Fig. 1: placement view
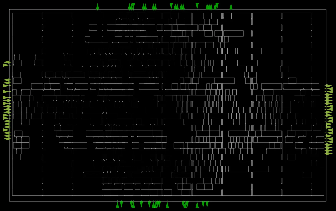
Fig. 2: local utilization
Drawn at 3 px/um. 15 x 9 tiles, from dark blue (low) to red (high), 0 to 100% covered.
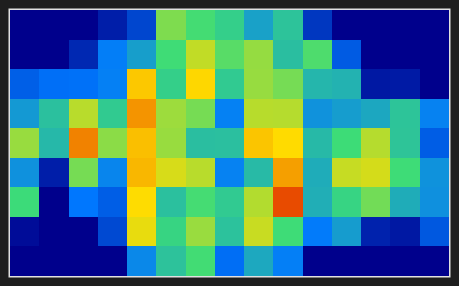
Fig. 3: cells colored by class
Drawn at 3 px/um.
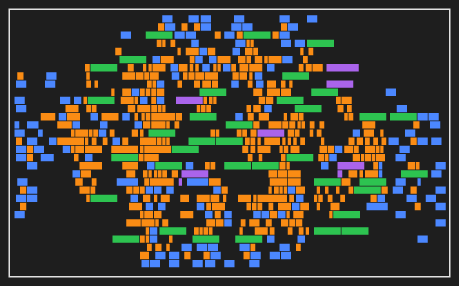
### config.mk
export PLATFORM = sky130hd
export DESIGN_NAME = fme_mv_refine
export DESIGN_NICKNAME = d
export VERILOG_FILES = /design/src/rtl/fme_mv_refine_pkg.sv /design/src/rtl/fme_mv_refine_idx2off.sv /design/src/rtl/fme_mv_refine.sv
export SDC_FILE = /design/constraint.sdc
export NUM_CORES = 1
export LEC_CHECK = 0
export CORE_ASPECT_RATIO = 0.6
export CORE_UTILIZATION = 25
export DETAILED_ROUTE_END_ITERATION = 16
export RECOVER_POWER = 50
export SETUP_SLACK_MARGIN = 0.02
export SLEW_MARGIN = 30
export SYNTH_ARGS = -nofsm -noshare
export SYNTH_HDL_FRONTEND = slang
export SYNTH_HIERARCHICAL = 1
export SYNTH_SLANG_ARGS = --single-unit
### constraint.sdc
create_clock -name clk -period 2.99 [get_ports clk]
set_input_delay 0.299 -clock clk [delete_from_list [all_inputs] [get_ports clk]]
set_output_delay 0.299 -clock clk [all_outputs]
set_load 0.005 [all_outputs]
### src/rtl/fme_mv_refine_pkg.sv
// Shared definitions for the fractional-motion-estimation refinement path.
package fme_mv_refine_pkg;

   typedef enum logic [2:0] {
      IDLE,
      H_START,
      H_WAIT,
      Q_START,
      Q_WAIT,
      OUT
   } state_e;

   localparam int CENTRE_IDX = 4;
   localparam int NUM_CAND   = 9;

endpackage

### src/rtl/fme_mv_refine_idx2off.sv
// Maps a 3x3 candidate index to a signed (dx,dy) offset in the range -1..+1.
// Out-of-range indices fall back to the centre and raise the illegal flag.
module fme_idx2off
   import fme_mv_refine_pkg::*;
(
   input  logic [3:0]        idx,
   output logic signed [1:0] dx,
   output logic signed [1:0] dy,
   output logic              illegal
);

   logic [3:0] idx_eff;

   // Row-major grid: column gives dx, row gives dy, index 4 is the centre.
   always_comb begin
      illegal = (idx >= 4'(NUM_CAND));
      idx_eff = illegal ? 4'(CENTRE_IDX) : idx;
      dx      = 2'sd0;
      dy      = 2'sd0;
      case (idx_eff)
         4'd0: begin dx = -2'sd1; dy = -2'sd1; end
         4'd1: begin dx =  2'sd0; dy = -2'sd1; end
         4'd2: begin dx =  2'sd1; dy = -2'sd1; end
         4'd3: begin dx = -2'sd1; dy =  2'sd0; end
         4'd4: begin dx =  2'sd0; dy =  2'sd0; end
         4'd5: begin dx =  2'sd1; dy =  2'sd0; end
         4'd6: begin dx = -2'sd1; dy =  2'sd1; end
         4'd7: begin dx =  2'sd0; dy =  2'sd1; end
         4'd8: begin dx =  2'sd1; dy =  2'sd1; end
         default: begin dx = 2'sd0; dy = 2'sd0; end
      endcase
   end

endmodule

### src/rtl/fme_mv_refine.sv
// Two-pass (half-pel then quarter-pel) motion-vector refinement around an
// integer-pel MV, driving the 9-candidate SATD stage once per pass.
module fme_mv_refine
   import fme_mv_refine_pkg::*;
#(
   parameter int MV_W    = 10,
   parameter int TIMEOUT = 255,
   parameter int CNT_W   = 8
) (
   input  logic                   clk,
   input  logic                   rst,
   input  logic                   mv_valid,
   output logic                   mv_ready,
   input  logic signed [MV_W-1:0] mv_int_x,
   input  logic signed [MV_W-1:0] mv_int_y,
   output logic                   satd_start,
   output logic                   satd_phase,
   output logic signed [MV_W+1:0] ctr_x,
   output logic signed [MV_W+1:0] ctr_y,
   input  logic [3:0]             best,
   input  logic                   best_done,
   output logic signed [MV_W+1:0] mv_out_x,
   output logic signed [MV_W+1:0] mv_out_y,
   output logic                   mv_out_valid,
   input  logic                   mv_out_ready,
   output logic                   err
);

   localparam int CW = MV_W + 2;

   state_e                 state_q, state_d;
   logic [CNT_W-1:0]       cnt_q, cnt_d;
   logic signed [CW-1:0]   ctr_x_q, ctr_x_d;
   logic signed [CW-1:0]   ctr_y_q, ctr_y_d;
   logic                   err_q, err_d;

   logic signed [1:0]      off_x, off_y;
   logic                   idx_illegal;
   logic signed [CW-1:0]   off_x_ext, off_y_ext;
   logic signed [CW-1:0]   step_x, step_y;

   fme_idx2off u_idx2off (
      .idx     (best),
      .dx      (off_x),
      .dy      (off_y),
      .illegal (idx_illegal)
   );

   assign off_x_ext = {{(CW-2){off_x[1]}}, off_x};
   assign off_y_ext = {{(CW-2){off_y[1]}}, off_y};

   // Half-pel pass moves two quarter-pel units per grid step, quarter pass one.
   assign step_x = (state_q == H_WAIT) ? {off_x_ext[CW-2:0], 1'b0} : off_x_ext;
   assign step_y = (state_q == H_WAIT) ? {off_y_ext[CW-2:0], 1'b0} : off_y_ext;

   // Next-state, centre accumulation, timeout counting and sticky error.
   always_comb begin
      state_d = state_q;
      cnt_d   = cnt_q;
      ctr_x_d = ctr_x_q;
      ctr_y_d = ctr_y_q;
      err_d   = err_q;
      case (state_q)
         IDLE: begin
            if (mv_valid) begin
               ctr_x_d = {mv_int_x, 2'b00};
               ctr_y_d = {mv_int_y, 2'b00};
               err_d   = 1'b0;
               state_d = H_START;
            end
         end
         H_START, Q_START: begin
            cnt_d   = '0;
            state_d = (state_q == H_START) ? H_WAIT : Q_WAIT;
         end
         H_WAIT, Q_WAIT: begin
            cnt_d = cnt_q + 1'b1;
            if (best_done) begin
               ctr_x_d = ctr_x_q + step_x;
               ctr_y_d = ctr_y_q + step_y;
               err_d   = err_q | idx_illegal;
               state_d = (state_q == H_WAIT) ? Q_START : OUT;
            end else if (cnt_q == CNT_W'(TIMEOUT - 1)) begin
               err_d   = 1'b1;
               state_d = (state_q == H_WAIT) ? Q_START : OUT;
            end
         end
         OUT: begin
            if (mv_out_ready) begin
               state_d = IDLE;
            end
         end
         default: state_d = IDLE;
      endcase
   end

   // State and datapath registers; reset discards any job in flight.
   always_ff @(posedge clk or negedge rst) begin
      if (!rst) begin
         state_q <= IDLE;
         cnt_q   <= '0;
         ctr_x_q <= '0;
         ctr_y_q <= '0;
         err_q   <= 1'b0;
      end else begin
         state_q <= state_d;
         cnt_q   <= cnt_d;
         ctr_x_q <= ctr_x_d;
         ctr_y_q <= ctr_y_d;
         err_q   <= err_d;
      end
   end

   assign mv_ready     = (state_q == IDLE);
   assign satd_start   = (state_q == H_START) || (state_q == Q_START);
   assign satd_phase   = (state_q == Q_START) || (state_q == Q_WAIT);
   assign ctr_x        = ctr_x_q;
   assign ctr_y        = ctr_y_q;
   assign mv_out_valid = (state_q == OUT);
   assign mv_out_x     = (state_q == OUT) ? ctr_x_q : '0;
   assign mv_out_y     = (state_q == OUT) ? ctr_y_q : '0;
   assign err          = err_q;

endmodule

==> flow_summary.toml <==
# yosys + openroad results
[drt]
drc = 0
firstDrtPassIters = 4
vias = 3293

[cells_and_area]
inverters_excl_clock = 17
largestClassByArea = "logic gates"
drive_gt1_share_pct = 20.30
regArea_sq_um = 900.9
lay_top_count = "buf_4"
comb-cell-share_pct = 45.61
area_growth_pct = 56.78

[place]
io_buffer_count = 81

[clock_tree]
path_clk_slew_ns = 0.06
clkSinkCount = 36

[job]
drv_cap = 1

[global_routing]
grt_usage_pct = 16.14

[worst_hold_path]
min_to = "cnt_q[3]"
hold_path.startpoint = "cnt_q[3]"

[worst_setup_path]
cp-start-kind = "flop"
startpoint = "state_q[2]"
cp.depth = 12
worst-path-buf-inv = 2

[power_and_ir_drop]
comb_power_share_pct = 64.0
p_int_w = 0.002392
p_leak_nw = 2.204
switching_share_pct = 43.35
comb_cell_power_w = 0.00270

[status]
status = "complete, but fails checks"
violations = "max-capacitance violations, max-slew violations"

[final_timing]
max_freq_ghz = 0.3543
max_slew.worst_pin.slew_ns = 2.209
layout_setup_ws_ns = 0.1673
final-max-slew-violation-count = 37

[logic_synthesis]
edf_count = 0
## Picture notes: Fig. 1
seq_cells: 36
n_taps: 165

## Picture notes: Fig. 2
The fullest tile reaches 91%. 7.4% of the tiles are over 75% full. The emptiest ninth of the die: top right. The densest ninth of the die: middle. 19% of the tiles are nearly empty. The mean over all tiles is 36%.
final core occ: 40.38%
core area: 12140 sq um
fp util: 25.75%

## Picture notes: Fig. 3
Key: blue = remaining buffers and delay cells [cells 148]; purple = clock drivers and dummy loads [cells 8]; orange = remaining logic cells [cells 335]; green = sequential cells [cells 36]
post-route cell area: 4902 sq um
Seq area share: 18.38%
Rows: 31

repair_timing:
item,4_1_cts,5_1_grt
hold buffers,0,0
gates resized,16,23
endpoints found under the setup margin,12,14
buffers inserted,6,2
pin swaps,11,16
flip-flops by register name, summed over array words and instances, names as in the netlist:
| name | flops |
|---|---|
| ctr_y | 12 |
| cnt_q | 8 |
| err | 1 |
| state_q | 3 |
| ctr_x | 12 |
cell families (layout without fill, tap and decap cells):
| family | after synthesis | in the layout | share of synthesized area [%] |
|---|---|---|---|
| muxes | 7 | 7 | 2.281 |
| AOI/OAI and AO/OA | 104 | 104 | 21.13 |
| adders and majority gates | 30 | 30 | 12.49 |
| DFF | 36 | 36 | 28.81 |
| buffers and inverters | 36 | 173 | 5.002 |
| xor gates and xnor gates | 14 | 14 | 3.922 |
| and+or+nand+nor | 163 | 163 | 26.37 |
